$ cat config.mk
export PLATFORM = sky130hd
export DESIGN_NAME = input_loader
export DESIGN_NICKNAME = d
export VERILOG_FILES = /design/src/rtl/input_loader.sv
export SDC_FILE = /design/constraint.sdc
export NUM_CORES = 1
export LEC_CHECK = 0
export ABC_AREA = 1
export CELL_PAD_IN_SITES_DETAIL_PLACEMENT = 1
export CELL_PAD_IN_SITES_GLOBAL_PLACEMENT = 2
export CORE_MARGIN = 1
export CORE_UTILIZATION = 30
export DETAILED_ROUTE_END_ITERATION = 7
export HOLD_SLACK_MARGIN = 0.02
export PLACE_DENSITY = 0.87
export SLEW_MARGIN = 20
export SYNTH_ARGS = -nofsm -noshare
export SYNTH_HDL_FRONTEND = slang
export SYNTH_SLANG_ARGS = --single-unit
$ cat constraint.sdc
create_clock -name clk -period 3.5 [get_ports clk]
set_clock_uncertainty 0.05 [all_clocks]
set_input_delay 0.35 -clock clk [delete_from_list [all_inputs] [get_ports clk]]
set_output_delay 0.35 -clock clk [all_outputs]
set_load 0.05 [all_outputs]
$ cat src/rtl/input_loader.sv
// Stream loader: splits an input word stream into an M*N matrix memory and an N-word vector memory.
// Optional MATRIX_REUSE_EN adds input_new_matrix so that a frame can carry a vector only.
module input_loader #(
    parameter  int WIDTH = 12,
    parameter  int M     = 3,
    parameter  int N     = 3,
    localparam int MAW   = (M * N > 1) ? $clog2(M * N) : 1,
    localparam int VAW   = (N > 1) ? $clog2(N) : 1
) (
    input  logic                    clk,
    input  logic                    reset_n,
    input  logic signed [WIDTH-1:0] input_data,
    input  logic                    input_valid,
    output logic                    input_ready,
    output logic [MAW-1:0]          m_addr,
    output logic [WIDTH-1:0]        m_data,
    output logic                    m_wr_en,
    output logic [VAW-1:0]          v_addr,
    output logic [WIDTH-1:0]        v_data,
    output logic                    v_wr_en,
`ifdef MATRIX_REUSE_EN
    input  logic                    input_new_matrix,
`endif
    input  logic                    compute_done,
    output logic                    load_done
);

    typedef enum logic [1:0] {
        LOAD_M = 2'd0,
        LOAD_V = 2'd1,
        WAIT   = 2'd2
    } state_t;

    state_t                    r_state;
    state_t                    w_state_next;
    logic                      r_ready;
    logic [MAW-1:0]            r_m_cnt;
    logic [VAW-1:0]            r_v_cnt;
    logic                      r_m_wr;
    logic [MAW-1:0]            r_m_addr;
    logic signed [WIDTH-1:0]   r_m_data;
    logic                      r_v_wr;
    logic [VAW-1:0]            r_v_addr;
    logic signed [WIDTH-1:0]   r_v_data;

    logic                      w_hs;
    logic                      w_vec_only;
    logic                      w_m_last;
    logic                      w_v_last;
    logic                      w_m_wr;
    logic                      w_v_wr;
    logic [VAW-1:0]            w_v_addr;
    logic                      w_ready_next;

    assign w_hs     = input_valid & r_ready;
    assign w_m_last = (r_m_cnt == MAW'(M * N - 1));
    assign w_v_last = (r_v_cnt == VAW'(N - 1));

    // A vector-only frame is decided by the very first handshake of the frame.
`ifdef MATRIX_REUSE_EN
    assign w_vec_only = (r_state == LOAD_M) && (r_m_cnt == '0) && !input_new_matrix;
`else
    assign w_vec_only = 1'b0;
`endif

    always_ff @(posedge clk or negedge reset_n) begin
        if (!reset_n) begin
            r_state <= LOAD_M;
        end else begin
            r_state <= w_state_next;
        end
    end

    always_comb begin
        w_state_next = r_state;
        case (r_state)
            LOAD_M: begin
                if (w_hs) begin
                    if (w_vec_only) begin
                        w_state_next = (N == 1) ? WAIT : LOAD_V;
                    end else if (w_m_last) begin
                        w_state_next = LOAD_V;
                    end
                end
            end
            LOAD_V: begin
                if (w_hs && w_v_last) begin
                    w_state_next = WAIT;
                end
            end
            WAIT: begin
                if (compute_done) begin
                    w_state_next = LOAD_M;
                end
            end
            default: w_state_next = LOAD_M;
        endcase
    end

    always_comb begin
        w_m_wr       = w_hs && (r_state == LOAD_M) && !w_vec_only;
        w_v_wr       = w_hs && ((r_state == LOAD_V) || w_vec_only);
        w_v_addr     = w_vec_only ? '0 : r_v_cnt;
        w_ready_next = (w_state_next != WAIT);
    end

    always_ff @(posedge clk or negedge reset_n) begin
        if (!reset_n) begin
            r_ready <= 1'b0;
            r_m_cnt <= '0;
            r_v_cnt <= '0;
        end else begin
            r_ready <= w_ready_next;
            if (w_m_wr) begin
                r_m_cnt <= w_m_last ? '0 : r_m_cnt + MAW'(1);
            end
            if (w_v_wr) begin
                if (w_vec_only) begin
                    r_v_cnt <= (N == 1) ? '0 : VAW'(1);
                end else begin
                    r_v_cnt <= w_v_last ? '0 : r_v_cnt + VAW'(1);
                end
            end
        end
    end

    // Write ports: one-cycle strobes, address/data held between writes.
    always_ff @(posedge clk or negedge reset_n) begin
        if (!reset_n) begin
            r_m_wr   <= 1'b0;
            r_m_addr <= '0;
            r_m_data <= '0;
            r_v_wr   <= 1'b0;
            r_v_addr <= '0;
            r_v_data <= '0;
        end else begin
            r_m_wr <= w_m_wr;
            r_v_wr <= w_v_wr;
            if (w_m_wr) begin
                r_m_addr <= r_m_cnt;
                r_m_data <= input_data;
            end
            if (w_v_wr) begin
                r_v_addr <= w_v_addr;
                r_v_data <= input_data;
            end
        end
    end

    assign input_ready = r_ready;
    assign m_wr_en     = r_m_wr;
    assign m_addr      = r_m_addr;
    assign m_data      = r_m_data;
    assign v_wr_en     = r_v_wr;
    assign v_addr      = r_v_addr;
    assign v_data      = r_v_data;
    assign load_done   = (r_state == WAIT);

endmodule

==> results_dict.tcl <==
# yosys + openroad results
set metrics [dict create \
    status "finished, final reports clean" \
    seq_share 0.437 \
    clkSlewWorstSetupHoldPaths_ps 80 \
    cts_root_buf "clkbuf_8" \
    comb_area_frac 0.231 \
    drt_iter0_drc 63 \
    finalSetupViolations 0 \
    portBuffers 49 \
    critPathBufInv 1 \
    gp_congestion 0.754 \
    via_per_inst 4.30 \
    finalCritPeriodShare 0.611 \
    wire_per_inst_um 11.9 \
    fin_tns_setup_ps 0 \
    grt_pass1_vias 1247 \
    fmax_ghz 0.468 \
    syn2layout_area_growth_pct 38.1 \
    grt_use_total 0.129 \
    mostFrequentLayoutCell "clkdlybuf4s50_1" \
    dr.pass1.iters 4 \
    core_util_floorplan 0.311 \
    cpMaxStageDelayCell "clkdlybuf4s50_1" \
    ys_sh_simple 0.161 \
    slowest_delay_ps 830 \
    coreArea_um2 5470 \
    grt_max_degree 42 \
    syn_nets 182 \
    end_kind "primary output" \
    synthDominantCellAreaShare 0.603 \
    seq_area_um2 1030 \
    yosysWarnings 0 \
    ys_top_logic_family "simple AND/OR/NAND/NOR gates" \
    clkSinkCount 41 \
    ys_ff 41 \
    hold_path_class "input pin to async pin" \
    fin_nets 233 \
    ctsResizeCount 0 \
    cts_tree "yes" \
    path_depth 2 \
    fp.dieArea_um2 5970 \
    tapCellCount 72 \
    h-tree-depth 2 \
    tool_warnings 27 \
    ys_top_cells_by_count "41 x dfrtp_1, 34 x nand2_1, 22 x inv_1" \
    nNonClkBuffers 49 \
    synth-edff-count 0 \
    power_per_cell_area_nw_per_um2 1090 \
    syn_area_per_cell_um2 10.4 \
    power_leakage_nw 1.09 \
    rows 27 \
    final-nonclk-buf-share 0.207 \
    num-nonclk-inverters 23 \
    cp_cell_sequence "nor2_1 -> clkdlybuf4s50_1" \
    aoi_share 0.138 \
    most-common-layout-cells "48 x clkdlybuf4s50_1, 41 x dfrtp_1, 34 x nand2_1" \
    logic_area_um2 542 \
    clk_latency_ps 290 \
    path_class "flip-flop to primary output" \
    final_util 0.429 \
    yosys.area.top_type "dfrtp_1" \
    ir_drop_v 0.000335 \
    drcViolationCount 0 \
    fillers 647 \
    dominant_cells "flip-flops and latches" \
    path_max_fanout 5 \
    drive_above_1_share 0.176 \
    crit_arrival_ps 1740 \
    cts_buffers 5 \
    clkbuf_count 7 \
    yosysChipArea_um2 1700 \
    yosys-stat-cells 164 \
]
[registers in the layout, summed over array words and instances, names as in the netlist, 2 cells and up]
| signal | cells |
|---|---|
| m_addr | 4 |
| m_data | 12 |
| r_m_cnt | 4 |
| r_state | 2 |
| r_v_cnt | 2 |
| v_addr | 2 |
| v_data | 12 |
[final timing paths]
| check | from | end | slack, ps |
|---|---|---|---|
| worst max-delay path | r_state[0] | load_done | 1360 |
| worst min-delay path | reset_n | v_data[1] | 130 |
| worst max register to register | r_state[0] | m_addr[3] | 2030 |
| worst min register to register | m_data[11] | m_data[11] | 440 |
| max in group asynchronous | reset_n | r_m_cnt[0] | 2700 |
| min in group clk | m_data[11] | m_data[11] | 440 |
[per-layer routing]
metal | routed length [µm] | track usage | part of all wire | vias to the layer above
met4 | 44 | 0.0396 | 0.013 | 0
met2 | 1480 | 0.183 | 0.43 | 36
met5 | 0 | 0 | 0 | -
met1 | 1720 | 0.180 | 0.50 | 580
met3 | 200 | 0.0500 | 0.058 | 6
li1 | - | - | - | 617
[metrics by stage]
| step | power [mW] | worst slack, ps | hold WS (ps) | cells | cell area [µm²] |
|---|---|---|---|---|---|
| final | 2.56 | 1360 | 128 | 288 | 2350 |
| after global routing | 2.71 | 1280 | 198 | 288 | 2350 |
| after detailed placement | 2.19 | 1560 | 419 | 280 | 2230 |
| after global placement | 2.17 | 1600 | 417 | 280 | 2230 |
| after floorplan | 1.77 | 1900 | 4.41 | 164 | 1700 |
| after CTS | 2.59 | 1330 | 162 | 288 | 2350 |
[report_power, final]
part	internal, mW	switching [mW]	total [mW]
combinational	0.434	0.919	1.35
sequential	0.677	0.140	0.818
clock	0.232	0.156	0.389
total	1.34	1.22	2.56
**Floorplan with the power grid**

The bar under the picture is 20 µm long. Pins as bars on the die edge.
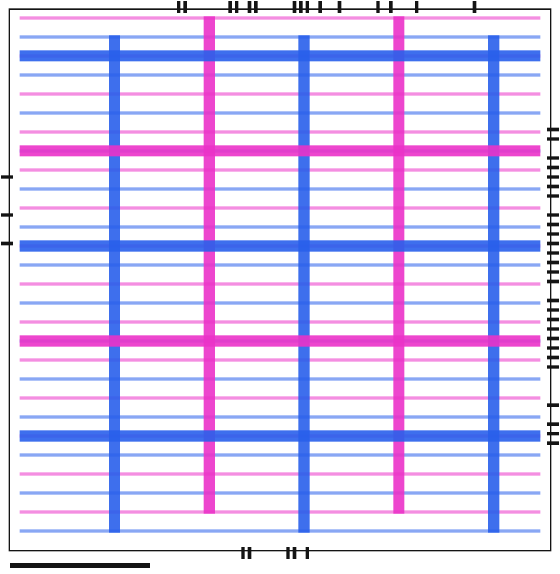
colour	net
blue	VSS
magenta	VDD
met5 straps	5
met1 rails	28
met4 straps	5
signal pins	50

**Placed cells, one colour a class**

The bar under the picture is 20 µm long.
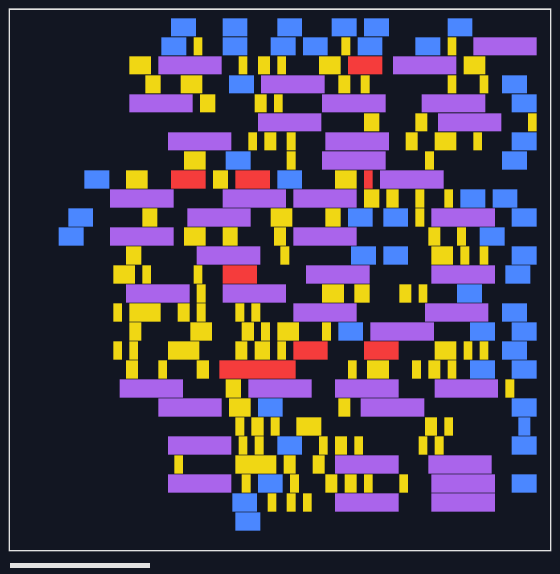
colour	class	cells	share of their area
yellow	remaining logic cells	118	28%
purple	registers	41	45%
blue	remaining buffers and delay cells	49	21%
red	clock drivers and dummy loads	8	5.2%

Power is estimated from default activity; no workload was simulated.
